[src/rtl/regfile_scoreboard.sv]
// Integer register file (2 async reads, 1 sync write, r0 = 0, optional write bypass)
// with a per-register pending-write scoreboard that tells decode when to stall.
module regfile_scoreboard #(
  parameter int ADDR_W = 5,
  parameter int DATA_W = 32,
  parameter int BYPASS = 1,
  parameter int PEND_W = 2
) (
  input  logic              clk,
  input  logic              rst_n,
  input  logic              we,
  input  logic [ADDR_W-1:0] waddr,
  input  logic [DATA_W-1:0] wdata,
  input  logic [ADDR_W-1:0] ra1,
  input  logic [ADDR_W-1:0] ra2,
  output logic [DATA_W-1:0] rd1,
  output logic [DATA_W-1:0] rd2,
  output logic              busy1,
  output logic              busy2,
  input  logic              iss_valid,
  input  logic [ADDR_W-1:0] iss_rd,
  output logic              iss_ready,
  input  logic              flush
);

  localparam int              DEPTH   = 2 ** ADDR_W;
  localparam bit              BYP     = (BYPASS != 0);
  localparam logic [PEND_W-1:0] PMAX    = '1;
  localparam logic [PEND_W-1:0] CNT_ONE = PEND_W'(1);

  logic [DATA_W-1:0] rf_q  [DEPTH];
  logic [PEND_W-1:0] cnt_q [DEPTH];
  logic [PEND_W-1:0] cnt_d [DEPTH];

  logic wr_en;
  logic retire;
  logic issue;

  assign wr_en  = we && (waddr != '0);
  // A write to a register nobody is waiting on leaves the scoreboard untouched.
  assign retire = wr_en && (cnt_q[waddr] != '0);

  // A saturated destination can still be issued to if its oldest write retires now.
  assign iss_ready = (iss_rd == '0) || (cnt_q[iss_rd] != PMAX) ||
                     (retire && (waddr == iss_rd));
  assign issue     = iss_valid && iss_ready && (iss_rd != '0);

  assign rd1 = (ra1 == '0)                     ? '0    :
               (BYP && we && (waddr == ra1))   ? wdata :
                                                 rf_q[ra1];
  assign rd2 = (ra2 == '0)                     ? '0    :
               (BYP && we && (waddr == ra2))   ? wdata :
                                                 rf_q[ra2];

  // The last outstanding write being forwarded this cycle means the source is usable.
  assign busy1 = (ra1 != '0) && (cnt_q[ra1] != '0) &&
                 !(BYP && retire && (waddr == ra1) && (cnt_q[ra1] == CNT_ONE));
  assign busy2 = (ra2 != '0) && (cnt_q[ra2] != '0) &&
                 !(BYP && retire && (waddr == ra2) && (cnt_q[ra2] == CNT_ONE));

  // NOTE: combinational next-state uses blocking '=' with every output given a
  // default first, so no latch can be inferred.
  always_comb begin
    cnt_d[0] = '0;
    for (int i = 1; i < DEPTH; i++) begin
      cnt_d[i] = cnt_q[i];
      if (flush) begin
        cnt_d[i] = '0;
      end else if (issue && (iss_rd == ADDR_W'(i)) &&
                   !(retire && (waddr == ADDR_W'(i))) && (cnt_q[i] != PMAX)) begin
        cnt_d[i] = cnt_q[i] + CNT_ONE;
      end else if (retire && (waddr == ADDR_W'(i)) &&
                   !(issue && (iss_rd == ADDR_W'(i)))) begin
        cnt_d[i] = cnt_q[i] - CNT_ONE;
      end
    end
  end

  // NOTE: the register array is cleared by reset on purpose, since reads after
  // reset must return zero; this keeps it out of plain RAM macros.
  always_ff @(posedge clk or negedge rst_n) begin
    if (!rst_n) begin
      for (int i = 0; i < DEPTH; i++) rf_q[i] <= '0;
    end else if (wr_en) begin
      rf_q[waddr] <= wdata;
    end
  end

  // NOTE: sequential state is updated only with non-blocking '<='.
  always_ff @(posedge clk or negedge rst_n) begin
    if (!rst_n) begin
      for (int i = 0; i < DEPTH; i++) cnt_q[i] <= '0;
    end else begin
      for (int i = 0; i < DEPTH; i++) cnt_q[i] <= cnt_d[i];
    end
  end

endmodule

[config.mk]
export PLATFORM = sky130hd
export DESIGN_NAME = regfile_scoreboard
export DESIGN_NICKNAME = d
export VERILOG_FILES = /design/src/rtl/regfile_scoreboard.sv
export SDC_FILE = /design/constraint.sdc
export NUM_CORES = 2
export LEC_CHECK = 0
export CORE_ASPECT_RATIO = 0.6
export CORE_UTILIZATION = 34
export DETAILED_ROUTE_END_ITERATION = 6
export PLACE_DENSITY = 0.54
export SLEW_MARGIN = 25
export SYNTH_ARGS = -nofsm -noshare
export SYNTH_HDL_FRONTEND = slang
export SYNTH_SLANG_ARGS = --single-unit
[constraint.sdc]
create_clock -name clk -period 3.7 [get_ports clk]
set_clock_uncertainty 0.2 [all_clocks]
set_input_delay 0.37 -clock clk [delete_from_list [all_inputs] [get_ports clk]]
set_output_delay 0.37 -clock clk [all_outputs]
set_load 0.05 [all_outputs]
### PDN straps and rails

Bar = 200 microns. Pins as bars on the die edge. Tap cells in grey.
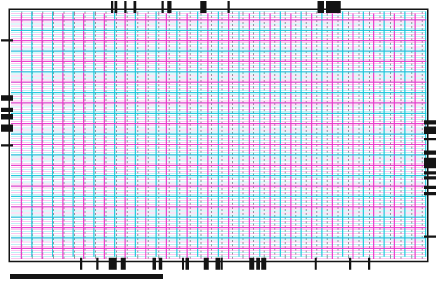
VDD: drawn in cyan. VSS: drawn in magenta.
120 met1 rails follow the rows. 2359 tap cells. The core has 119 rows.
Chip Width: 546 microns
worst vdd ir: 344 uV
Die Y: 328 microns
area of the core: 176000 sq um

### Placed cells, one colour a class

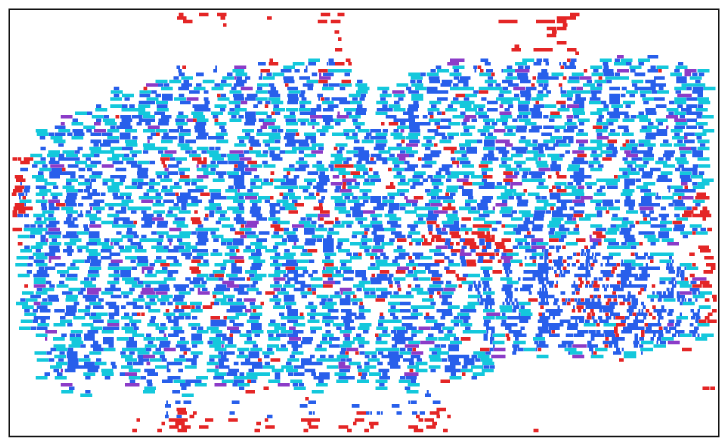
sequential cells: drawn in cyan, cells 1086. combinational and other logic: drawn in blue, cells 2361. remaining buffers and delay cells: drawn in red, cells 482. clock drivers and dummy loads: drawn in purple, cells 194.

### Clock wires, drivers and flops

Bar = 200 microns.
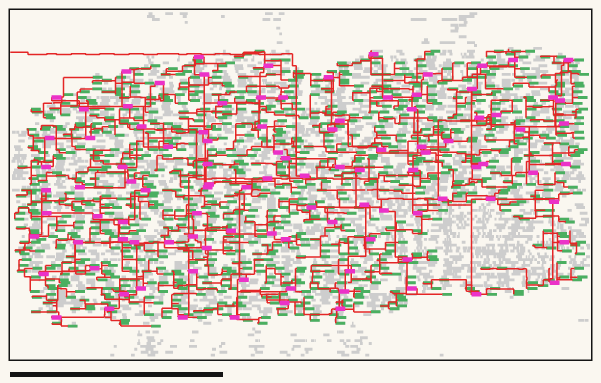
clock drivers: drawn in magenta, count 104. flip-flops: drawn in green, count 1086. clock wires: drawn in red, length 15600 microns.
There are 105 routed clock nets.

### Signal wires by layer

Bar = 200 microns. Only two layers are drawn.
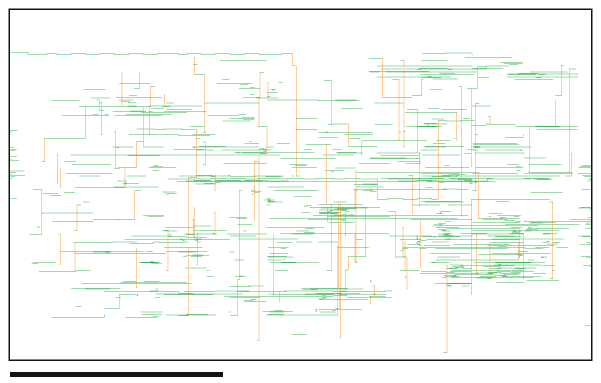
metal 4: drawn in orange, wire length 3870 microns. metal 3: drawn in green, wire length 15700 microns.
final wirelength: 202000 microns
GRT Overall Usage: 22.7%

### Clock routing

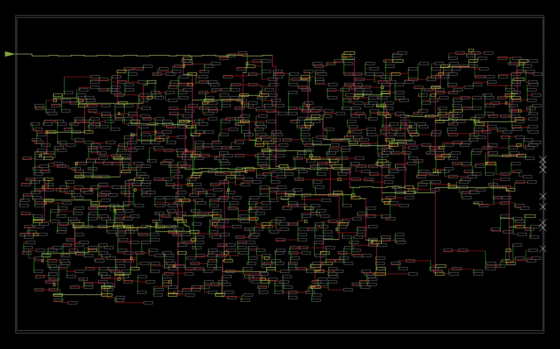
Sink Count: 1086
count of clock buffers in the final design: 144
P_clk: 11800 uW

==> flow_summary.json <==
{
  "final_area_sq_um": 71900,
  "ys_area_sq_um": 60400,
  "cts_root_buffer": "clkbuf_16",
  "violations": "DRC",
  "grt_setup_unrepaired": "true",
  "path_clk_slew_ns": 0.07,
  "drive_gt1_share_pct": 59.0,
  "placedInstanceArea_sq_um": 67900,
  "cts_tree": "done",
  "io_pins": 124,
  "whs_ns": 0.0575,
  "nets": 4092,
  "reg2reg_from": "cnt_q[44]",
  "antenna_found_initial": 4,
  "slew_headroom_pct": 45.1,
  "clockBufferDepth": 3,
  "fp_nets": 3952,
  "edf_count": 0,
  "drc": 16,
  "tns_ns": 0,
  "fmax_ghz": 0.276,
  "dr.pass1.iters": 7,
  "crit_chain": "nor2_1 > mux4_2 > a211oi_4 > o311ai_4 > nor2_2 > nand2_1 > a211oi_2 > a21oi_1 > buf_4 > buf_12",
  "status": "complete, but fails checks",
  "p_leak_uw": 0.0298,
  "area_growth_pct": 19.0,
  "simple_gate_share_pct": 2.60,
  "report.final.slew_viol_count": 0,
  "cts_inserted_buffers": 104,
  "hp-class": "primary input to asynchronous set/reset pin",
  "place.port_buffers": 123,
  "critPathLaunch": "cnt_q[54]",
  "critical-path-max-stage-delay_ns": 0.50,
  "final_core_util_pct": 40.8,
  "post_drt_wl_per_cell_microns": 31.2,
  "grt_overflow_total": 0,
  "insertion_delay_ns": 0.72,
  "grt_max_degree": 94,
  "setup_ws_ns": 0.0766,
  "period_minus_slack_ns": 3.62,
  "ff2ff_setup_slack_ns": 0.56,
  "worstPathRequired_ns": 3.13,
  "dp_hpwl_microns": 127000,
  "htreeDepth": 3,
  "adder_share_pct": 0,
  "ys.flops": 1086,
  "crit_fanout": 7,
  "cp.arrival_ns": 3.05,
  "yosysWarnings": 0
}
[report_power, final]
| group | internal (uW) | switching (uW) | leakage, uW |
|---|---|---|---|
| clock network | 6750 | 5090 | 0.00182 |
| registers | 14000 | 1550 | 0.0140 |
| logic | 5420 | 3820 | 0.0140 |
[worst max-delay path, delay by kind of cell (launching register included)]
kind | cells | cell delay (ns)
buf+inv | 2 | 0.32
compound gates | 4 | 0.71
mux | 1 | 0.50
flops | 1 | 0.45
simple gates | 3 | 0.38
[flip-flops by register name, indices dropped and copies added, names as in the netlist]
| signal | flops |
|---|---|
| cnt_q | 62 |
| rf_q | 1024 |
[worst paths after layout]
| path | endpoint | depth (start not counted) |
|---|---|---|
| max reg2reg | cnt_q[33] | 10 |
| min reg2reg | rf_q[1001] | 0 |
| max in group asynchronous | rf_q[366] | 3 |
| max | busy1 | 10 |
| min | cnt_q[58] | 2 |
| min in group clk | rf_q[1001] | 0 |
[through the flow]
stage,std cells,total power (uW)
finish,6483,36600
global route,6482,38200
CTS,6470,36900
detailed placement,6274,25000
global placement,6274,24700
floorplan,3895,21400
[kinds of logic (layout without fill, tap and decap cells)]
| kind of cell | count (synthesis) | in the layout |
|---|---|---|
| AOI/OAI and AO/OA | 204 | 204 |
| xor gates and xnor gates | 74 | 74 |
| buffers and inverters | 449 | 677 |
| DFF | 1086 | 1086 |
| muxes | 1761 | 1761 |
| other | 0 | 1 |
| and+or+nand+nor | 321 | 321 |
[cell type report]
class,count,area [sq um]
Antenna cell,1,2.50
Inverter,1,3.75
Timing Repair Buffer,482,6010
Clock inverter,50,672
Clock buffer,144,3050
Fill cell,16000,104000
Tap cell,2359,2950
Sequential cell,1086,27200
Multi-Input combinational cell,2360,32000
[routing by layer]
metal | routed length [microns] | global-route usage, %
met4 | 3870 | 4.38
met2 | 85300 | 31.9
met3 | 15700 | 5.43
met5 | 9 | 0
met1 | 97600 | 35.4
[synth_stat cells (8+ instances only)]
cell	instances
a2111oi_4	8
a211oi_1	67
a21oi_1	27
a31oi_1	14
buf_1	96
buf_2	19
clkbuf_1	325
dfrtp_1	1086
mux2_2	1001
mux2i_1	69
mux4_2	691
nand2_1	43
nand2b_1	11
nand3b_1	13
nor2_1	140
nor2b_1	23
nor3_1	25
nor4_1	26
o21ai_0	17
o31ai_1	29
xnor2_1	39
xor2_1	34
[repair_timing]
action / in CTS / in global routing
pin swaps: 1 / 5
setup endpoints to repair: 3 / 8
buffers inserted: 0 / 12
hold buffers: 2 / 0
resized: 14 / 18
hold endpoints to repair: 181 / 0
No activity file was given, so power comes from the tool's default toggle rates.
